===== src/rtl/irig_pkg.sv =====
// Shared constants, FSM encoding and helpers for the IRIG-B symbol classifier.
package irig_pkg;

    localparam int unsigned CNT_W = 7;
    localparam logic [CNT_W-1:0] CNT_MAX = '1;

    localparam logic [1:0] SYM_ZERO = 2'b00;
    localparam logic [1:0] SYM_ONE  = 2'b01;
    localparam logic [1:0] SYM_P    = 2'b10;
    localparam logic [1:0] SYM_ERR  = 2'b11;

    localparam logic [CNT_W-1:0] TH_GLITCH   = CNT_W'(10);
    localparam logic [CNT_W-1:0] TH_ZERO_MAX = CNT_W'(35);
    localparam logic [CNT_W-1:0] TH_ONE_MAX  = CNT_W'(65);
    localparam logic [CNT_W-1:0] TH_P_MAX    = CNT_W'(95);
    localparam logic [CNT_W-1:0] TH_SHORT    = CNT_W'(90);
    localparam logic [CNT_W-1:0] TH_LOST     = CNT_W'(110);

    typedef enum logic [1:0] {
        ST_IDLE = 2'b00,
        ST_HIGH = 2'b01,
        ST_LOW  = 2'b10
    } state_t;

    // Saturating tick counter step.
    function automatic logic [CNT_W-1:0] sat_inc(input logic [CNT_W-1:0] v, input logic en);
        return (en && (v != CNT_MAX)) ? v + CNT_W'(1) : v;
    endfunction

    // Map a high width in ticks onto a symbol code.
    function automatic logic [1:0] classify(input logic [CNT_W-1:0] w);
        logic [1:0] code;
        if (w < TH_GLITCH)
            code = SYM_ERR;
        else if (w < TH_ZERO_MAX)
            code = SYM_ZERO;
        else if (w < TH_ONE_MAX)
            code = SYM_ONE;
        else if (w < TH_P_MAX)
            code = SYM_P;
        else
            code = SYM_ERR;
        return code;
    endfunction

endpackage


===== src/rtl/irig_tick_gen.sv =====
// 0.1 ms tick prescaler; restart realigns the tick phase to a rising edge.
module irig_tick_gen #(
    parameter int unsigned DIV = 10000
) (
    input  logic clk,
    input  logic reset,
    input  logic restart,
    output logic tick
);
    localparam int unsigned CW = (DIV > 1) ? $clog2(DIV) : 1;

    logic [CW-1:0] cnt;
    logic [CW-1:0] cnt_nxt;

    always_comb begin
        cnt_nxt = cnt + CW'(1);
        if (restart || (cnt == CW'(DIV - 1)))
            cnt_nxt = '0;
    end

    // tick is high exactly while cnt sits at its terminal value.
    always_ff @(posedge clk or negedge reset) begin
        if (!reset) begin
            cnt  <= '0;
            tick <= 1'b0;
        end else begin
            cnt  <= cnt_nxt;
            tick <= (cnt_nxt == CW'(DIV - 1)) && !restart;
        end
    end

endmodule


===== src/rtl/irig_symbol_classifier.sv =====
// IRIG-B DCLS front end: synchronizes the input, times each pulse in 0.1 ms
// ticks and emits one ZERO/ONE/P/ERROR symbol per 10 ms bit cell.
module irig_symbol_classifier
    import irig_pkg::*;
#(
    parameter int unsigned CLKS_PER_MS = 100000
) (
    input  logic             clk,
    input  logic             reset,
    input  logic             irig_in,
    output logic             sym_valid,
    output logic [1:0]       sym_code,
    output logic             sym_marker,
    output logic [CNT_W-1:0] high_width,
    output logic             lost
);
    localparam int unsigned TICK_DIV = CLKS_PER_MS / 10;

    logic             sync1, sync2, sync3;
    logic             rise, fall, tick;
    logic [CNT_W-1:0] w_cnt, p_cnt, w_nxt, p_nxt;
    state_t           state, state_nxt;
    logic             valid_d, marker_d, lost_d;
    logic [1:0]       code_d;
    logic [CNT_W-1:0] width_d;

    // Synchronizer idles high so reset release never fabricates a rising edge.
    always_ff @(posedge clk or negedge reset) begin
        if (!reset) begin
            sync1 <= 1'b1;
            sync2 <= 1'b1;
            sync3 <= 1'b1;
        end else begin
            sync1 <= irig_in;
            sync2 <= sync1;
            sync3 <= sync2;
        end
    end

    assign rise = sync2 & ~sync3;
    assign fall = ~sync2 & sync3;

    irig_tick_gen #(
        .DIV(TICK_DIV)
    ) u_tick_gen (
        .clk    (clk),
        .reset  (reset),
        .restart(rise),
        .tick   (tick)
    );

    // Counts include the current cycle's tick so a decision sees the full width.
    assign w_nxt = sat_inc(w_cnt, tick);
    assign p_nxt = sat_inc(p_cnt, tick);

    always_ff @(posedge clk or negedge reset) begin
        if (!reset) begin
            w_cnt <= '0;
            p_cnt <= '0;
        end else if (rise) begin
            w_cnt <= '0;
            p_cnt <= '0;
        end else begin
            w_cnt <= w_nxt;
            p_cnt <= p_nxt;
        end
    end

    always_ff @(posedge clk or negedge reset) begin
        if (!reset)
            state <= ST_IDLE;
        else
            state <= state_nxt;
    end

    // Edges are tested before timeouts so a coincident edge always wins.
    always_comb begin
        state_nxt = state;
        valid_d   = 1'b0;
        code_d    = sym_code;
        width_d   = high_width;
        lost_d    = lost;
        case (state)
            ST_IDLE: begin
                if (rise) begin
                    state_nxt = ST_HIGH;
                    lost_d    = 1'b0;
                end
            end
            ST_HIGH: begin
                if (fall) begin
                    state_nxt = ST_LOW;
                    width_d   = w_nxt;
                    code_d    = classify(w_nxt);
                    valid_d   = 1'b1;
                end else if (p_nxt >= TH_LOST) begin
                    state_nxt = ST_IDLE;
                    lost_d    = 1'b1;
                end
            end
            ST_LOW: begin
                if (rise) begin
                    state_nxt = ST_HIGH;
                    lost_d    = 1'b0;
                    if (p_nxt < TH_SHORT) begin
                        valid_d = 1'b1;
                        code_d  = SYM_ERR;
                    end
                end else if (p_nxt >= TH_LOST) begin
                    state_nxt = ST_IDLE;
                    lost_d    = 1'b1;
                end
            end
            default: state_nxt = ST_IDLE;
        endcase
        marker_d = valid_d && (code_d == SYM_P);
    end

    always_ff @(posedge clk or negedge reset) begin
        if (!reset) begin
            sym_valid  <= 1'b0;
            sym_code   <= SYM_ZERO;
            sym_marker <= 1'b0;
            high_width <= '0;
            lost       <= 1'b0;
        end else begin
            sym_valid  <= valid_d;
            sym_code   <= code_d;
            sym_marker <= marker_d;
            high_width <= width_d;
            lost       <= lost_d;
        end
    end

endmodule


===== config.mk =====
export PLATFORM = sky130hd
export DESIGN_NAME = irig_symbol_classifier
export DESIGN_NICKNAME = d
export VERILOG_FILES = /design/src/rtl/irig_pkg.sv /design/src/rtl/irig_tick_gen.sv /design/src/rtl/irig_symbol_classifier.sv
export SDC_FILE = /design/constraint.sdc
export NUM_CORES = 1
export LEC_CHECK = 0
export ABC_AREA = 1
export CAP_MARGIN = 20
export CELL_PAD_IN_SITES_DETAIL_PLACEMENT = 1
export CELL_PAD_IN_SITES_GLOBAL_PLACEMENT = 2
export CORE_MARGIN = 5
export CORE_UTILIZATION = 41
export CTS_BUF_LIST = sky130_fd_sc_hd__clkbuf_4
export CTS_CLUSTER_SIZE = 40
export DETAILED_ROUTE_END_ITERATION = 10
export DONT_BUFFER_PORTS = 1
export PLACE_DENSITY = 0.85
export SKIP_CTS_REPAIR_TIMING = 1
export SYNTH_ARGS = -nofsm -noshare
export SYNTH_HDL_FRONTEND = slang
export SYNTH_HIERARCHICAL = 1
export SYNTH_SLANG_ARGS = --single-unit

===== constraint.sdc =====
create_clock -name clk -period 4.6 [get_ports clk]
set_input_delay 0.69 -clock clk [delete_from_list [all_inputs] [get_ports clk]]
set_output_delay 0.69 -clock clk [all_outputs]
set_load 0.05 [all_outputs]

**Run 1: wires at chosen ports, followed through buffers**

(4 px per um)
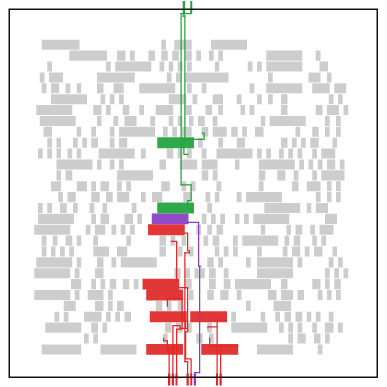
[purple] sym_marker | direction: output | end cells: 1 | buffers: 0 | wire: 42.4 um
[red] high_width | direction: output | end cells: 7 | buffers: 0 | wire: 171 um
[green] sym_code | direction: output | end cells: 2 | buffers: 0 | wire: 102 um
PortBufs: 0
I/O Pins: 15

**Run 1: the clock network**

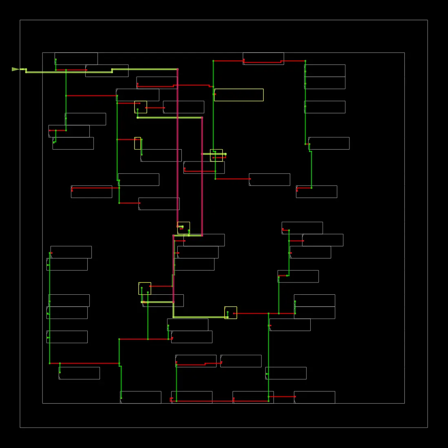
CTS buffer count: 5
clk latency late pin: 0.36 ns
Layout Skew: 0.0103 ns

==> impl_metrics.toml, run 1 <==
# flow metrics
[pwr]
ir_drop_uv = 157
switchingPower_mw = 0.326
sequentialPowerShare_pct = 54.0
p_comb_share_pct = 20.6
power.total_mw = 0.941
leakagePower_nw = 1.41
swShare_pct = 34.6
p_clk_share_pct = 25.4

[detailed_routing]
drt_wl_total_um = 6340
drt_iter0_markers = 58
avgRoutedWirePerCell_um = 13.8

[yosys]
async_reset_ff_share_pct = 100
edf_count = 0
synthXorXnorAreaFrac_pct = 1.92
synth.most_common_cell = "nand2_1"
ys_top_cells_by_count = "nand2_1 (104), nor2_1 (55), inv_1 (51), dfrtp_1 (43), nand3_1 (28)"
top_cell_area_share_pct = 39.4
yosysUniqueCellTypes = 30

[flow_run]
warnings = 29
drv_cap = 0

[layout]
comb_area_share_pct = 46.3
buffer_area_share_pct = 0.947
instances_no_fill = 458
mostFrequentLayoutCell = "nand2_1"
lay_top_cells = "nand2_1 (104), nor2_1 (55), inv_1 (51)"
seq_area_share_pct = 39.8
dominant-cell-class = "multi-input combinational cells"
num-fill-cells = 846
n_clock_buffer = 5

[clocking]
cts_sinks = 46
cts_buffer_depth = 2

[worst_setup_path]
critPathMaxFanout = 6
crit_cells = 13
critical_path.top_delay_family = "simple AND/OR/NAND/NOR gates"
cp_data_required_time_ns = 4.87

[timing]
max-slew-margin-rel_pct = 44.7
finalHoldViolCount = 0
tightest_slew_ns = 0.828
period_minus_slack_ns = 2.11
finalSetupViolCount = 0

[global_routing]
grt-ovfl-total = 0
grt_pass1_wl_um = 10900
busiest_layer = "met2"
grt_pass1_vias = 2356

[hold_path]
hold_class = "in2async"

[run_status]
status = "finished clean"
**Run 1: M3 wires**

(4 px per um)
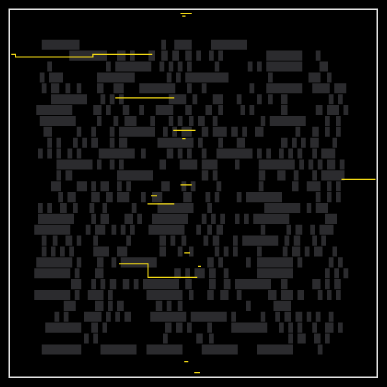
main direction: horizontal
share of all routed wire: 1.6%
wire length on this layer: 103 um
longest straight run: 19.3 um
nets with wire on the layer: 7

**Run 1: clock distribution**

(4 px per um)
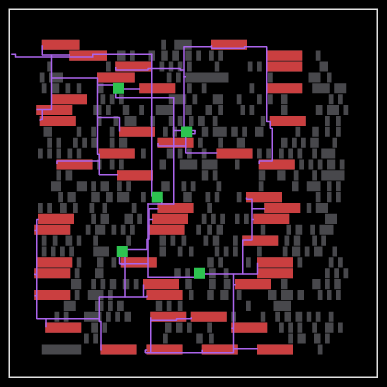

==> run 1 -> run 2 <==
--- a/config.mk
+++ b/config.mk
@@ -10,12 +10,12 @@
 export CELL_PAD_IN_SITES_DETAIL_PLACEMENT = 1
 export CELL_PAD_IN_SITES_GLOBAL_PLACEMENT = 2
 export CORE_MARGIN = 5
-export CORE_UTILIZATION = 41
+export CORE_UTILIZATION = 34
 export CTS_BUF_LIST = sky130_fd_sc_hd__clkbuf_4
 export CTS_CLUSTER_SIZE = 40
 export DETAILED_ROUTE_END_ITERATION = 10
 export DONT_BUFFER_PORTS = 1
-export PLACE_DENSITY = 0.85
+export PLACE_DENSITY = 0.75
 export SKIP_CTS_REPAIR_TIMING = 1
 export SYNTH_ARGS = -nofsm -noshare
 export SYNTH_HDL_FRONTEND = slang
==> constraint.sdc (replaced) <==
create_clock -name clk -period 1.9 [get_ports clk]
set_input_delay 0.285 -clock clk [delete_from_list [all_inputs] [get_ports clk]]
set_output_delay 0.285 -clock clk [all_outputs]
set_load 0.05 [all_outputs]
**Run 2: clock distribution**

(4 px per um)
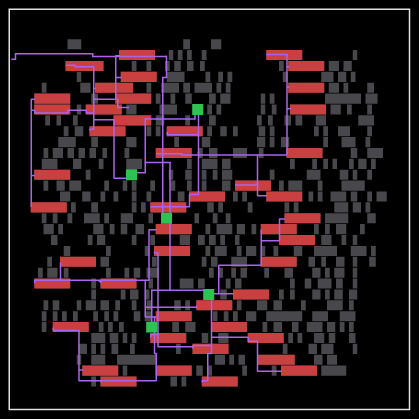
[green] clock drivers | count: 5
[red] flip-flops | count: 46
[purple] clock wires | length: 691 um
routed clock nets: 6

==> run 2 against run 1 <==
Against the previous run: sequential share of layout area fell by 4.7 points; synthesized cell count did not move; clock power up 99%; via count increased by 6.2%; largest cell class unchanged; clock skew fell by 0.0012 ns; area after synthesis is the same; worst hold slack better by 0.21 ns; first-iteration DRC count is 5.2% lower; critical path type unchanged.
==> impl_metrics.toml, run 2 <==
# flow metrics
[layout]
seq_area_share_pct = 35.0
num-fill-cells = 994
instances_no_fill = 511
comb_area_share_pct = 45.7
n_clock_buffer = 6
mostFrequentLayoutCell = "nand2_1"
lay_top_cells = "nand2_1 (91), nor2_1 (50), inv_1 (49)"
buffer_area_share_pct = 7.36

[worst_setup_path]
critPathMaxFanout = 4
cp_data_required_time_ns = 2.20
crit_cells = 17
critical_path.top_delay_family = "simple AND/OR/NAND/NOR gates"
reg2reg_depth = 17

[timing]
max-slew-margin-rel_pct = 67.1
finalHoldViolCount = 0
finalSetupViolCount = 0
skew_ns = 0.00907
tightest_slew_ns = 0.493

[die]
boundaryPins = 15

[detailed_routing]
drt_iter0_markers = 55
drt_wl_total_um = 6930
avgRoutedWirePerCell_um = 13.6

[hold_path]
hold_class = "reg2reg"

[flow_run]
drv_cap = 0
warnings = 30

[run_status]
status = "finished clean"

[clocking]
cts_sinks = 46
cts_buffer_depth = 2
cts_buffers = 5

[yosys]
yosysUniqueCellTypes = 30
ys_top_cells_by_count = "nand2_1 (104), nor2_1 (55), inv_1 (51), dfrtp_1 (43), nand3_1 (28)"
top_cell_area_share_pct = 39.4
async_reset_ff_share_pct = 100
synth.most_common_cell = "nand2_1"
edf_count = 0
synthXorXnorAreaFrac_pct = 1.92

[pwr]
leakagePower_nw = 1.59
sequentialPowerShare_pct = 53.5
switchingPower_mw = 0.806
p_clk_share_pct = 21.5
ir_drop_uv = 467

[placement]
portBuffers = 0

[global_routing]
busiest_layer = "met2"
grt_pass1_vias = 2501
grt_pass1_wl_um = 11800
==> run 2 -> run 3 <==
--- a/config.mk
+++ b/config.mk
@@ -7,15 +7,13 @@
 export LEC_CHECK = 0
 export ABC_AREA = 1
 export CAP_MARGIN = 20
-export CELL_PAD_IN_SITES_DETAIL_PLACEMENT = 1
-export CELL_PAD_IN_SITES_GLOBAL_PLACEMENT = 2
 export CORE_MARGIN = 5
-export CORE_UTILIZATION = 34
+export CORE_UTILIZATION = 55
 export CTS_BUF_LIST = sky130_fd_sc_hd__clkbuf_4
 export CTS_CLUSTER_SIZE = 40
 export DETAILED_ROUTE_END_ITERATION = 10
 export DONT_BUFFER_PORTS = 1
-export PLACE_DENSITY = 0.75
+export PLACE_DENSITY = 0.68
 export SKIP_CTS_REPAIR_TIMING = 1
 export SYNTH_ARGS = -nofsm -noshare
 export SYNTH_HDL_FRONTEND = slang
==> constraint.sdc (replaced) <==
create_clock -name clk -period 2.25 [get_ports clk]
set_input_delay 0.3375 -clock clk [delete_from_list [all_inputs] [get_ports clk]]
set_output_delay 0.3375 -clock clk [all_outputs]
set_load 0.05 [all_outputs]
**Run 3: M3 wires**

(4 px per um)
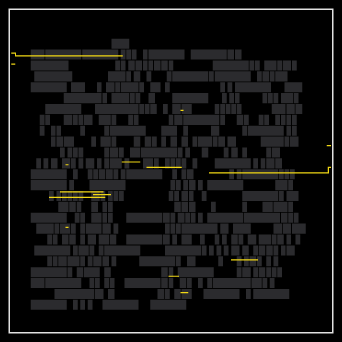
nets with wire on the layer: 11
longest straight run: 29.7 um

==> run 3 against run 2 <==
Against the previous run: cell area shrank 11%; via count shrank 7.2%; setup slack improved by 0.23 ns; count of clock-buffer cells in the layout up 1; critical path type unchanged; combinational power fell by 28%; sequential cell count stayed put; core utilization increased by 19 points; critical endpoint is now sym_code[1]$_DFF_PN0_; fmax down 5.8%; global-route usage up 5.1 points; synthesized cell count stayed put.
==> impl_metrics.toml, run 3 <==
# flow metrics
[global_routing]
grt-ovfl-total = 0
gr-usage-met1_pct = 24.8
grt_pass1_wl_um = 9830
met3_usage_pct = 2.69
grt_pass1_vias = 2157
busiest_layer = "met2"

[timing]
finalSetupViolCount = 0
max-slew-margin-rel_pct = 64.8
skew_ns = 0.0179
finalHoldViolCount = 0
fin_crit_sh_pct = 89.2
tightest_slew_ns = 0.528

[layout]
comb_area_share_pct = 45.7
drive_gt1_share_pct = 13.4
largest_reg_flops = 14
lay_top_cells = "nand2_1 (103), nor2_1 (54), inv_1 (51)"
top_register = "u_tick_gen/cnt"
buffer_area_share_pct = 2.37
seq_area_share_pct = 39.2
num-fill-cells = 430
dominant-cell-class = "multi-input combinational cells"
n_clock_buffer = 7
mostFrequentLayoutCell = "nand2_1"
antenna_cells = 0
instances_no_fill = 454

[yosys]
edf_count = 0
async_reset_ff_share_pct = 100
ff_type = "dfrtp_1"
synth.most_common_cell = "nand2_1"
top_cell_area_share_pct = 39.4
topCombFamilyByArea = "simple AND/OR/NAND/NOR gates"
yosys_cells = 377
synthXorXnorAreaFrac_pct = 1.92
syn_inst = 377
ys_top_cells_by_count = "nand2_1 (104), nor2_1 (55), inv_1 (51), dfrtp_1 (43), nand3_1 (28)"
ys_chip_area_um2 = 2730
yosysUniqueCellTypes = 30

[clocking]
cts_buffer_depth = 2
clk_pin_slew_ns = 0.14
cts_buffers = 5
cts_sinks = 46

[die]
boundaryPins = 15
core_um2 = 4790
fp.dieH_um = 80.5
fp_util_pct = 57.1
die_area_um2 = 6480
tap-cell-count = 67

[pwr]
pg_comb_mw = 0.400
p_clk_share_pct = 26.7
p_clk_mw = 0.522
ir_drop_uv = 446
switchingPower_mw = 0.659
sequentialPowerShare_pct = 52.9
leakagePower_nw = 1.44
top_power_group = "sequential cells"
p_per_area_nw_per_um2 = 663

[placement]
placed_cell_area_um2 = 2810
portBuffers = 0
place_ws_ns = 0.181

[worst_setup_path]
crit_cells = 15
crit_slowest_cell = "dfrtp_2"
cp_data_required_time_ns = 2.50
cpPeakStageDelay_ns = 0.47
critPathMaxFanout = 6
reg2reg_depth = 15
critical_path.top_delay_family = "simple AND/OR/NAND/NOR gates"
cp_num_buf_inv = 2

[run_status]
status = "finished clean"

[detailed_routing]
avgRoutedWirePerCell_um = 12.4
drt_iter0_markers = 151
drt_wl_total_um = 5630
vias = 2266

[flow_run]
drv_cap = 0
warnings = 29

[hold_path]
worstHoldStart = "sync1$_DFF_PN1_"
min_to = "sync2$_DFF_PN1_"
hold_class = "reg2reg"

==> notes/layouts.md <==
Pictures saved along the way, in no particular order.

Placement by cell class.
(3 px per um)
picture 1
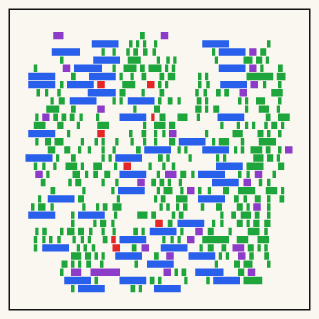
picture 2
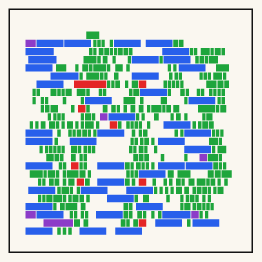
picture 2: run 3
picture 1: run 2

Power figures rest on the tool's default switching activity, not on a simulated workload.
